[config.mk]
export PLATFORM = sky130hd
export DESIGN_NAME = clause_issue_buffer
export DESIGN_NICKNAME = d
export VERILOG_FILES = /design/src/rtl/clause_issue_buffer.sv
export SDC_FILE = /design/constraint.sdc
export NUM_CORES = 1
export LEC_CHECK = 0
export CORE_MARGIN = 8
export CORE_UTILIZATION = 40
export CTS_BUF_LIST = sky130_fd_sc_hd__clkbuf_2 sky130_fd_sc_hd__clkbuf_4 sky130_fd_sc_hd__clkbuf_8
export CTS_CLUSTER_SIZE = 25
export DETAILED_ROUTE_END_ITERATION = 10
export GPL_TIMING_DRIVEN = 0
export HOLD_SLACK_MARGIN = 0.12
export PLACE_DENSITY = 0.6
export SYNTH_ARGS = -nofsm -noshare
export SYNTH_HDL_FRONTEND = slang
export SYNTH_SLANG_ARGS = --single-unit
[constraint.sdc]
create_clock -name clock -period 4.6 [get_ports clock]
set_input_delay 0.92 -clock clock [delete_from_list [all_inputs] [get_ports clock]]
set_output_delay 0.92 -clock clock [all_outputs]
set_load 0.01 [all_outputs]
[src/rtl/clause_issue_buffer.sv]
`default_nettype none
// ============================================================================
// Module   : clause_issue_buffer
// Desc     : Circular clause FIFO feeding the clause arbiter; presents the
//            oldest up-to-OUTPUT_CNT clauses and tracks load/drain completion.
// Revision : 1.0 - initial release
// ============================================================================
module clause_issue_buffer #(
    parameter int OUTPUT_CNT      = 4,
    parameter int CLAUSE_WIDTH    = 3,
    parameter int ELEMENT_BIT_CNT = 5,
    parameter int DEPTH           = 16,
    parameter int CNT_BITS        = $clog2(OUTPUT_CNT) + 1
) (
    input  logic                                                 clock,
    input  logic                                                 reset,
    input  logic                                                 flush_in,
    input  logic                                                 load_valid_in,
    input  logic [CLAUSE_WIDTH*ELEMENT_BIT_CNT-1:0]              load_clause_in,
    input  logic                                                 load_last_in,
    output logic                                                 load_ready_out,
    output logic [OUTPUT_CNT-1:0][CLAUSE_WIDTH*ELEMENT_BIT_CNT-1:0] clause_out,
    output logic [CNT_BITS-1:0]                                  clause_cnt_out,
    input  logic [CNT_BITS-1:0]                                  clause_accept_in,
    output logic [$clog2(DEPTH):0]                               count_out,
    output logic                                                 empty_out,
    output logic                                                 full_out,
    output logic                                                 done_out
);

    localparam int C_W  = CLAUSE_WIDTH * ELEMENT_BIT_CNT;
    localparam int C_AW = $clog2(DEPTH);
    localparam int C_CW = C_AW + 1;
    localparam logic [C_CW-1:0] C_DEPTH   = C_CW'(DEPTH);
    localparam logic [C_CW-1:0] C_OUT_CNT = C_CW'(OUTPUT_CNT);

    typedef enum logic [1:0] {
        S_IDLE  = 2'd0,
        S_LOAD  = 2'd1,
        S_DRAIN = 2'd2,
        S_DONE  = 2'd3
    } state_t;

    logic [C_W-1:0]      r_mem [DEPTH];
    logic [C_AW-1:0]     r_head;
    logic [C_AW-1:0]     r_tail;
    logic [C_CW-1:0]     r_count;
    state_t              r_state;
    state_t              w_state_next;

    logic                w_push;
    logic [CNT_BITS-1:0] w_clause_cnt;
    logic [CNT_BITS-1:0] w_eff;
    logic [C_CW-1:0]     w_count_next;

    // Readiness looks only at registered state so a same-cycle pop never opens space.
    assign load_ready_out = (r_count != C_DEPTH) &&
                            ((r_state == S_IDLE) || (r_state == S_LOAD));
    assign w_push         = load_valid_in && load_ready_out;

    assign w_clause_cnt   = (r_count >= C_OUT_CNT) ? CNT_BITS'(OUTPUT_CNT)
                                                   : r_count[CNT_BITS-1:0];
    assign w_eff          = (clause_accept_in > w_clause_cnt) ? w_clause_cnt
                                                              : clause_accept_in;
    assign w_count_next   = r_count + C_CW'(w_push) - C_CW'(w_eff);

    assign clause_cnt_out = w_clause_cnt;
    assign count_out      = r_count;
    assign empty_out      = (r_count == '0);
    assign full_out       = (r_count == C_DEPTH);
    assign done_out       = (r_state == S_DONE);

    generate
        for (genvar i = 0; i < OUTPUT_CNT; i++) begin : g_lane
            localparam logic [C_AW-1:0] C_OFS = C_AW'(i);
            logic [C_AW-1:0] w_rd_addr;
            assign w_rd_addr     = r_head + C_OFS;
            assign clause_out[i] = (CNT_BITS'(i) < w_clause_cnt) ? r_mem[w_rd_addr] : '0;
        end
    endgenerate

    always_ff @(posedge clock) begin
        if (w_push && !flush_in) begin
            r_mem[r_tail] <= load_clause_in;
        end
    end

    always_ff @(posedge clock or negedge reset) begin
        if (!reset) begin
            r_head  <= '0;
            r_tail  <= '0;
            r_count <= '0;
            r_state <= S_IDLE;
        end else if (flush_in) begin
            r_head  <= '0;
            r_tail  <= '0;
            r_count <= '0;
            r_state <= S_IDLE;
        end else begin
            if (w_push) begin
                r_tail <= r_tail + 1'b1;
            end
            // Truncating the pop amount to pointer width keeps the wrap modulo DEPTH.
            r_head  <= r_head + C_AW'(w_eff);
            r_count <= w_count_next;
            r_state <= w_state_next;
        end
    end

    always_comb begin
        w_state_next = r_state;
        case (r_state)
            S_IDLE: begin
                if (w_push) begin
                    w_state_next = load_last_in ? S_DRAIN : S_LOAD;
                end
            end
            S_LOAD: begin
                if (w_push && load_last_in) begin
                    w_state_next = S_DRAIN;
                end
            end
            S_DRAIN: begin
                if (w_count_next == '0) begin
                    w_state_next = S_DONE;
                end
            end
            S_DONE:  w_state_next = S_IDLE;
            default: w_state_next = S_IDLE;
        endcase
    end

endmodule
`default_nettype wire

Run 1, met2 routing:
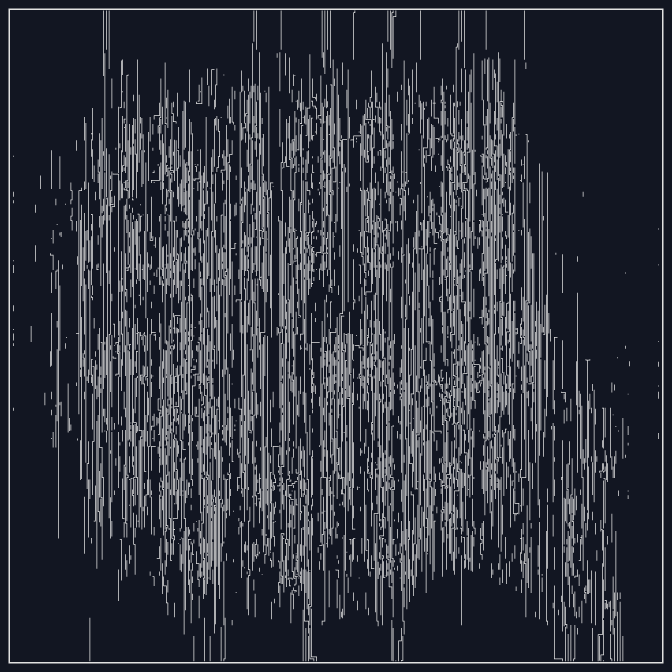
nets with wire on the layer	1,116
longest straight run	98.3 um
main direction	vertical
vias: 12,200
Routed WL: 65,200 um
GRT met2 Usage: 0.389

Run 1, gate-type map:
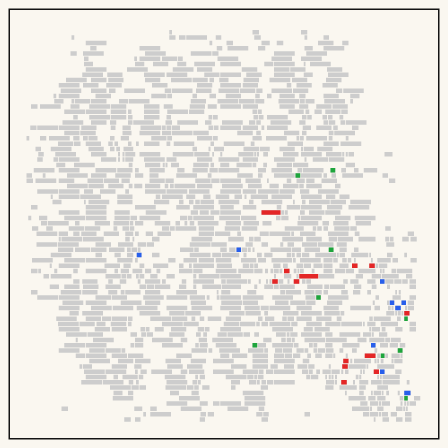
color	family	cells
green	and/or cells	9
red	xor and xnor cells	13
blue	non-inverting ao/oa cells	9
Non-Filler Instances: 1,747
most numerous logic cell after layout: edfxtp_1

==> out/qor.txt, run 1 <==
Register share after synthesis - 0.458
Worst skew pair latency - 640 ps
Final worst-path cycle share - 1.01
Clk pwr share - 0.136
Top Ports - 95
Critical Path RT - 3680 ps
First-pass GRT wire length - 89,700 um
Post-layout nets - 1,232
Syn avg cell area - 16.4 um^2
CP max-delay cell - buf_1
Simple-Gate Area Share - 0.0437
Largest net degree at the start of global routing - 17
Final setup margin - -54.5 ps
Top cells, area - edfxtp_1, mux4_2, a211oi_1
Crit Path Class - reg -> out
Seq group - 2.73 mW
Mapped cell area - 16,600 um^2
Synth warnings - 0
Synth top area share - 0.435
PD cells - 804 nW/um^2
Sw frac - 0.451
Via density - 6.98
Antenna diode instance count - 0
R2R cell count - 18
Status - finished, violations left
Max cap viols - 0
Yosys xor share - 0.00733
Hold-fix buffers at CTS - 0
DP HPWL - 42,700 um
DIE WIDTH - 220 um
Failing checks - setup timing
Worst-path clk slew - 70 ps
Setup TNS Final - -125 ps
Lkg Pwr - 6.60 nW
CP Launch Type - register
Top non-seq family - multiplexers
Top cell by count, worst path - a211oi_1
Measured slew at the worst slew-check pin - 1400 ps
Vias in the first global route - 12,100
FF+latch count, synth - 255
Peak fanout along the critical path - 10
Setup-failing EPs final - 3
Run 1, metal layers overlaid:
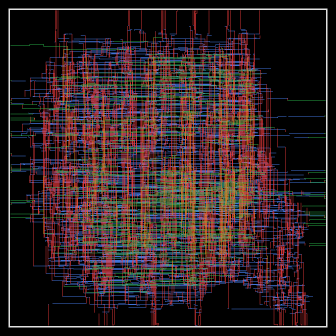
color	layer	wire length
red	M2	28.2 mm
green	M3	8,870 um
orange	M4	3,890 um
blue	M1	24.2 mm
All-Layer GR Usage: 0.267
Avg WL per Cell: 37.3 um

Run 1, placement density heat map:
22 x 22 tiles, from white (low) to dark blue (high), 0 to 100% covered.
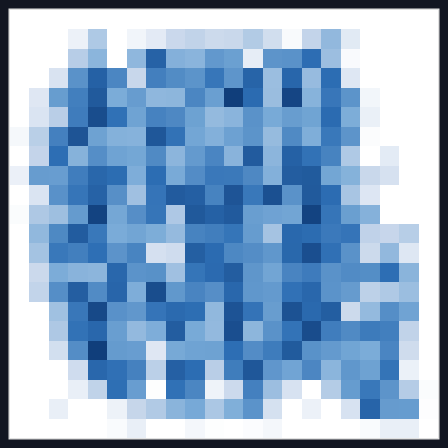
nearly empty tiles	24%
densest ninth of the die	middle
mean over tiles	40%
emptiest ninth of the die	top right
tiles over 75% full	14%
fp util: 0.406
Util after Layout: 0.493
floorplan core area: 40,800 um^2

[run 1: stage by stage]
stage	utilization	cells	cell area, um^2
floorplan	-	1010	16600
global placement	0.445	1635	18200
detailed placement	0.452	1650	18500
CTS	0.490	1737	20000
global route	0.493	1747	20100
finish	0.493	1747	20100
[run 1: cell usage in the layout (no fill, tap or decap), types with 10 or more instances in the layout]
cell type | synthesis | final
a211oi_1 | 89 | 58
a211oi_2 | 0 | 31
a21oi_1 | 15 | 14
buf_12 | 0 | 15
buf_2 | 26 | 12
buf_4 | 18 | 34
buf_6 | 17 | 26
clkbuf_1 | 30 | 14
clkbuf_2 | 0 | 17
clkbuf_4 | 0 | 12
clkbuf_8 | 0 | 58
clkdlybuf4s50_1 | 0 | 48
dfrtp_1 | 15 | 15
dlygate4sd2_1 | 0 | 19
edfxtp_1 | 240 | 240
ha_1 | 25 | 23
inv_1 | 18 | 18
mux2_2 | 18 | 18
mux2i_1 | 57 | 49
mux4_2 | 232 | 232
nand2_1 | 27 | 27
nor2_1 | 31 | 18
nor2b_1 | 59 | 58
o21ai_0 | 11 | 10
[run 1: what timing repair did]
item / in CTS / in global routing
pin swaps: 6 / 4
gates cloned: 0 / 1
endpoints found under the setup margin: 55 / 40
endpoints found under the hold margin: 0 / 0
gates resized: 209 / 56
setup buffers: 6 / 10
[run 1: synth_stat cells (all sizes together)]
cell type,n
edfxtp,240
mux4,232
a211oi,89
buf,65
nor2b,59
mux2i,57
nor2,31
clkbuf,30
nand2,28
ha,25
inv,19
mux2,18
a21oi,15
dfrtp,15
a311oi,13
o21ai,11
nor3,7
xor2,7
a21boi,6
a22oi,6
xnor2,6
and2b,5
a21o,4
o21a,3
fa,2
nand2b,2
o221ai,2
o311ai,2
a211o,1
a31oi,1
and2,1
and3,1
nand3,1
nand4,1
nor4b,1
o211a,1
o22ai,1
or2,1
or4,1
[run 1: layer usage]
layer	global-route usage	part of all wire	vias to the layer above
li1	-	-	4673
met1	0.351	0.37	6187
met2	0.389	0.43	1121
met3	0.0905	0.14	208
met4	0.141	0.060	0
met5	0	0	-
[run 1: critical path, delay by kind of cell, from the launching register on]
family          cells  cell delay, ps
compound gates      2             570
buf+inv             3            2180
flops               1             320
[run 1: final cells by class]
cell class,instances,area [um^2],area share
Buffer,93,925,0.0459
Clock buffer,63,805,0.0400
Clock inverter,19,115,0.00572
Inverter,19,76.3,0.00379
Multi-Input combinational cell,641,8740,0.434
Sequential cell,255,7580,0.377
Tap cell,532,666,0.0331
Timing Repair Buffer,125,1230,0.0610
[run 1: sequential cells by signal (all words and copies together), names as in the netlist]
| name | count |
|---|---|
| r_state | 2 |
| r_head | 4 |
| r_mem | 240 |
| r_tail | 4 |
| count_out | 5 |
[run 1: how the worst max path moves through the flow]
| stage | slack (ps) | depth (start not counted) | startpoint | end |
|---|---|---|---|---|
| after detailed placement | -1660 | 11 | r_head[1] | clause_out[50] |
| after CTS | 4 | 13 | r_head[0] | clause_out[26] |
| final | -50 | 5 | r_head[3] | clause_out[9] |
| after global routing | -8 | 12 | r_head[1] | clause_out[17] |
| after floorplan | 330 | 20 | count_out[4] | r_state[0] |
| after global placement | -1690 | 11 | r_head[1] | clause_out[43] |
==> run 2: changes to the inputs <==
Settings changed: CORE_MARGIN 8 to 1.
Run 2, gate-type map:
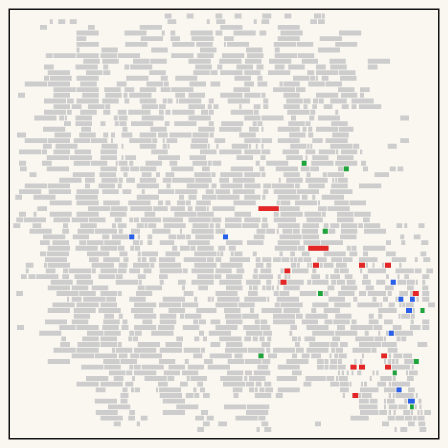
color	family	cells
red	xor and xnor cells	13
blue	non-inverting ao/oa cells	9
green	and/or cells	9
combinational share of cell area: 0.431
Non-Filler Instances: 1,749

==> run 2 against run 1 <==
Effect of this change: the run now ends clean; routed wire length is 2.1% lower; die area decreased by 12%; via count increased by 0.85%.
==> out/qor.txt, run 2 <==
Max reg flops - 240 (unchanged)
Gate power share - 0.684
Register share after synthesis - 0.458 (unchanged)
DIE WIDTH - 206 um (-6.4%)
Setup TNS Final - 0 ps (+125 ps)
Max cap viols - 0 (unchanged)
Seq pwr share - 0.166
Vias - 12,300 (+0.85%)
TritonCTS clock tree - done
Yosys Instances - 1,010
Routed WL - 63,800 um (-2.1%)
Synth warnings - 0 (unchanged)
Headroom to the max-slew limit - 0.145
Worst setup EP type - output pin
Post-route ant nets - 0
PD cells - 812 nW/um^2 (+1.1%)
DP HPWL - 41,600 um (-2.6%)
Root Driver - clkbuf_8
Peak fanout along the critical path - 10 (unchanged)
Vias in the first global route - 12,000 (-0.63%)
Crit Path Class - reg -> out
Final worst-path cycle share - 0.999 (-0.0133)
Grt ovf - 0
Top_reg_cell synth - edfxtp_1
FF+latch count, synth - 255 (unchanged)
All-Layer GR Usage - 0.310 (+0.0428)
Avg WL per Cell - 36.5 um (-2.2%)
FP Rows - 74
RSZ-0062 raised after global routing - false
Total number of H-tree levels - 2
Async set-reset flop share out of synthesis - 0.0588 (unchanged)
Post-synth EDFFs - 240 (unchanged)
Setup-failing EPs final - 0 (-3)
Most numerous logic cell after layout - edfxtp_1
Lkg Pwr - 6.68 nW (+1.2%)
Final hold vios - 0
Util after Layout - 0.498 (+0.00472)
Dominant logic cell types in the final layout - edfxtp_1, mux4_2, nor2b_1
First-pass GRT wire length - 88,900 um (-0.88%)
Cells after DPL - 1,647 (-0.18%)
Fmax - 0.218 GHz
Hold-fix buffers at CTS - 0 (unchanged)
Count leader, synth - edfxtp_1
Syn avg cell area - 16.4 um^2 (unchanged)
Floorplan core area - 40,800 um^2 (unchanged)
CP Launch Type - register
Bufs on Longest Clock Path - 3
Yosys chip area - 16,600 um^2
Measured slew at the worst slew-check pin - 1280 ps (-121 ps)
Final worst path period need - 4590 ps
Final Skew - 31.4 ps
Crit path buffers/inverters - 3 (unchanged)
Status - completed
Worst-path clk slew - 50 ps (-20 ps)
Worst skew pair latency - 650 ps (about the same)
Worst Path Arrival - 3670 ps
Layout cell share with drive strength beyond 1 - 0.431
Tool Warnings - 34
DR pass1 iterations - 5
Via density - 7.03 (+0.74%)
P_sw - 7.30 mW
CP Cell Sequence - clkbuf_1 > buf_1 > mux4_2 > nor2b_1 > clkdlybuf4s50_1
Antenna violations before repair - 0
Fp util - 0.406 (unchanged)
Worst hold path type - reg -> reg
Top Family by Delay on Critical Path - buffers and inverters
Mapped Cells - 1,010
Sw frac - 0.442 (-0.00887)
CTS sink count - 255
Max incr delay on CP - 890 ps
Synth top cells by count - edfxtp_1, mux4_2, a211oi_1
Routability Congestion - 0.924
Synth top area share - 0.435 (unchanged)
Num CTS Buffers - 48
Drc violations - 0
Die Size - 42,200 um^2
Peak VDD IR - 0.000444 V
Antenna diode instance count - 0 (unchanged)
CP max-delay cell - buf_1
Critical Path RT - 3680 ps (about the same)
Largest net degree at the start of global routing - 20 (+3)
Post-layout nets - 1,227 (-0.41%)
Top cells, area - edfxtp_1, mux4_2, a211oi_1
Most flops, register - r_mem
Mapped cell area - 16,600 um^2 (unchanged)
Synth-to-Final Area Change - 22.7%
Tot Pwr - 16.5 mW
Clk pwr share - 0.150 (+0.014)
Worst hold slack - 580 ps
Top Ports - 95 (unchanged)
run 2: cell counts after synthesis:
No cell type changed its count.
run 2: path summary, 6_finish.rpt:
path	depth (start not counted)	slack [ps]	startpoint	end
hold / removal	1	580	r_state[1]	r_state[1]
max in group asynchronous	1	3410	reset	r_state[1]
min in group asynchronous	1	710	reset	count_out[0]
hold reg to reg	1	580	r_state[1]	r_state[1]
setup / recovery	5	7	r_head[3]	clause_out[10]
setup reg to reg	18	220	count_out[4]	r_state[0]
run 2: power groups by stage:
stage / registers [mW] / logic (mW) / clock network [mW]
after floorplan: 2.75 / 5.97 / 0
after global placement: 2.77 / 10.0 / 0
after detailed placement: 2.78 / 10.1 / 0
after CTS: 2.73 / 10.9 / 2.49
after global routing: 2.74 / 11.7 / 2.59
final: 2.73 / 11.3 / 2.48
run 2: area by class of cell:
cell class,instances,area (um^2)
inverters,19,76.3
plain buffers,92,963
multi-input cells,641,8760
well taps,532,666
clock inverters,25,244
fillers,3421,20500
flip-flops and latches,255,7580
repair buffers,120,1230
clock buffers,65,807
run 2: per-stage QoR:
step | setup slack (ps) | instance area, um^2
after floorplan | 328 | 16600
after global placement | -1790 | 18200
after detailed placement | -1810 | 18500
after CTS | 0.658 | 20200
after global routing | 4.55 | 20300
final | 6.58 | 20300
run 2: routing by layer:
layer	global-route usage	vias to the layer above	wire, um
li1	-	4663	-
met1	0.425	6298	23800
met2	0.441	1140	27900
met3	0.0976	192	8780
met4	0.161	0	3360
met5	0	-	0
run 2: kinds of logic after synthesis:
logic type | Yosys count | share of synthesized area
adders and majority gates | 27 | 0.0213
xor gates and xnor gates | 13 | 0.00733
buffers and inverters | 114 | 0.0403
and+or+nand+nor | 139 | 0.0437
DFF | 255 | 0.458
AOI/OAI and AO/OA | 155 | 0.0677
muxes | 307 | 0.362
run 2: worst reg2reg max path: stages (launching register included):
cell	delay (ps)
dfrtp_1	400
inv_1	120
ha_1	190
nor2b_4	180
buf_6	170
buf_12	200
ha_1	270
nand2_1	100
a31oi_1	50
a211o_1	350
o21a_1	160
mux2i_1	300
ha_1	330
fa_1	420
xnor2_1	210
nand2_1	90
o311ai_2	250
o311ai_2	180
mux2_2	300
run 2: repair_timing:
action	4_1_cts	5_1_grt
hold endpoints to repair	0	0
gates resized	235	43
gates cloned	1	1
pin swaps	13	7
setup buffers	6	7
endpoints found under the setup margin	55	47
==> run 3: changes to the inputs <==
Settings changed: HOLD_SLACK_MARGIN 0.12 to 0.1.
Run 3, gate-type map:
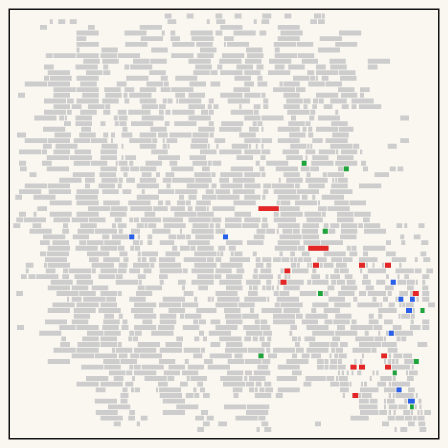

==> run 3 against run 2 <==
Effect of this change: first-iteration DRC count unchanged; synthesized area is the same; routed wire length unchanged; largest cell class unchanged; sequential cell count unchanged; setup slack did not move; via count stayed put; critical path depth unchanged; critical path type unchanged.
==> out/qor.txt, run 3 <==
Status - completed
PD cells - 812 nW/um^2 (unchanged)
Final worst-path cycle share - 0.999 (unchanged)
Worst hold path type - reg -> reg
Grt ovf - 0 (unchanged)
Die Size - 42,200 um^2 (unchanged)
Headroom to the max-slew limit - 0.145 (unchanged)
Fillers - 3,421 (unchanged)
Hold_sp - r_state[1]
Post-synth EDFFs - 240 (unchanged)
Fp util - 0.406 (unchanged)
Post-layout nets - 1,227 (unchanged)
Tot Pwr - 16.5 mW (unchanged)
Final Cell Area - 20,300 um^2 (unchanged)
Via density - 7.03 (unchanged)
Floorplan core area - 40,800 um^2 (unchanged)
DR pass1 iterations - 5 (unchanged)
Tool Warnings - 34 (unchanged)
Synth-to-Final Area Change - 22.7% (unchanged)
Layout cell share with drive strength beyond 1 - 0.431 (unchanged)
Crit Path Class - reg -> out
Most flops, register - r_mem
Drc violations - 0 (unchanged)
Worst setup EP type - output pin
Largest net degree at the start of global routing - 20 (unchanged)
All-Layer GR Usage - 0.310 (unchanged)
Final Skew - 31.4 ps (unchanged)
Max cap viols - 0 (unchanged)
Worst skew pair latency - 650 ps (about the same)
Initial DRC Count - 2,024
Most numerous logic cell after layout - edfxtp_1
Yosys Instances - 1,010 (unchanged)
DP HPWL - 41,600 um (unchanged)
Top Ports - 95 (unchanged)
Worst reg2reg path startpoint - count_out[4]
Non-Filler Instances - 1,749 (unchanged)
RSZ-0062 raised after global routing - false
Bufs on Longest Clock Path - 3 (unchanged)
Cells after DPL - 1,647 (unchanged)
Yosys chip area - 16,600 um^2 (unchanged)
R2R Setup Slk - 220 ps (about the same)
Worst setup path start - r_head[3]
Avg WL per Cell - 36.5 um (unchanged)
Count leader, synth - edfxtp_1
Dominant logic cell types in the final layout - edfxtp_1, mux4_2, nor2b_1
Register share after synthesis - 0.458 (unchanged)
TritonCTS clock tree - done
Root Driver - clkbuf_8
Async set-reset flop share out of synthesis - 0.0588 (unchanged)
Max reg flops - 240 (unchanged)
Antenna violations before repair - 0 (unchanged)
Syn avg cell area - 16.4 um^2 (unchanged)
Mapped Cells - 1,010 (unchanged)
CP Launch Type - register
Synth top area share - 0.435 (unchanged)
Util after Layout - 0.498 (unchanged)
FP Rows - 74 (unchanged)
Top_reg_cell synth - edfxtp_1
Max-slew violations - 0
Total number of H-tree levels - 2 (unchanged)
Routed WL - 63,800 um (unchanged)
Placed inst area - 18,500 um^2 (unchanged)
Final worst path period need - 4590 ps (unchanged)
Peak VDD IR - 0.000444 V (unchanged)
Vias in the first global route - 12,000 (unchanged)
Mapped cell area - 16,600 um^2 (unchanged)
DIE WIDTH - 206 um (unchanged)
Setup-failing EPs final - 0 (unchanged)
Peak fanout along the critical path - 10 (unchanged)
Final hold vios - 0 (unchanged)
Measured slew at the worst slew-check pin - 1280 ps (unchanged)
Synth warnings - 0 (unchanged)
Synth top cells by count - edfxtp_1, mux4_2, a211oi_1
Lkg Pwr - 6.68 nW (unchanged)
Critical Path RT - 3680 ps (about the same)
Fmax - 0.218 GHz (unchanged)
First-pass GRT wire length - 88,900 um (unchanged)
CTS sink count - 255 (unchanged)
Routability Congestion - 0.924 (unchanged)
Top cells, area - edfxtp_1, mux4_2, a211oi_1
Post-route ant nets - 0 (unchanged)
# port buffers - 93
Vias - 12,300 (unchanged)
Worst-path clk slew - 50 ps (about the same)
Antenna diode instance count - 0 (unchanged)
Worst Path Arrival - 3670 ps (about the same)
FF+latch count, synth - 255 (unchanged)
Num CTS Buffers - 48 (unchanged)
-- run 3: cell counts in the layout (fill, tap and decap cells not counted) --
No cell type changed its count.
-- run 3: worst paths after layout --
check,end,cells after the start
worst max-delay path,clause_out[10],5
worst min-delay path,r_state[1],1
worst max register to register,r_state[0],18
worst min register to register,r_state[1],1
max in group asynchronous,r_state[1],1
min in group asynchronous,count_out[0],1
-- run 3: kinds of logic after synthesis --
group,share of synthesized area
buffers and inverters,0.0403
xor gates and xnor gates,0.00733
and+or+nand+nor,0.0437
DFF,0.458
AOI/OAI and AO/OA,0.0677
muxes,0.362
adders and majority gates,0.0213
-- run 3: cell type report --
cell class | instances | area (um^2) | area share
Timing Repair Buffer | 120 | 1230 | 0.0604
Tap cell | 532 | 666 | 0.0327
Clock buffer | 65 | 807 | 0.0397
Inverter | 19 | 76.3 | 0.00376
Buffer | 92 | 963 | 0.0474
Clock inverter | 25 | 244 | 0.0120
Multi-Input combinational cell | 641 | 8760 | 0.431
Sequential cell | 255 | 7580 | 0.373
-- run 3: routing by layer --
layer | global-route usage | share of wire | vias up
met5 | 0 | 0 | -
met4 | 0.161 | 0.053 | 0
met3 | 0.0976 | 0.14 | 192
met2 | 0.441 | 0.44 | 1140
met1 | 0.425 | 0.37 | 6298
li1 | - | - | 4663
-- run 3: critical path: stages, from the launching register on --
cell and delay (ps):
dfrtp_1 320, clkbuf_1 590, buf_1 890, mux4_2 380, nor2b_1 250, clkdlybuf4s50_1 590
-- run 3: stage by stage --
stage               TNS, ps  hold slack [ps]  setup WS (ps)
floorplan                 0              533            328
global placement    -109460              556          -1790
detailed placement   -66020              579          -1810
CTS                       0              589          0.658
global route              0              616           4.55
finish                    0              580           6.58
-- run 3: repair_timing --
action,in CTS,in global routing
pin swaps,13,7
gates cloned,1,1
setup endpoints to repair,55,47
gates resized,235,43
hold buffers,0,0
buffers inserted,6,7
-- run 3: power by group --
group          leakage [nW]  switching [mW]  internal, mW
Sequential             2.36          0.0955          2.64
Combinational          3.78            6.15          5.15
Clock                 0.545            1.06          1.42
No activity file was given, so power comes from the tool's default toggle rates.
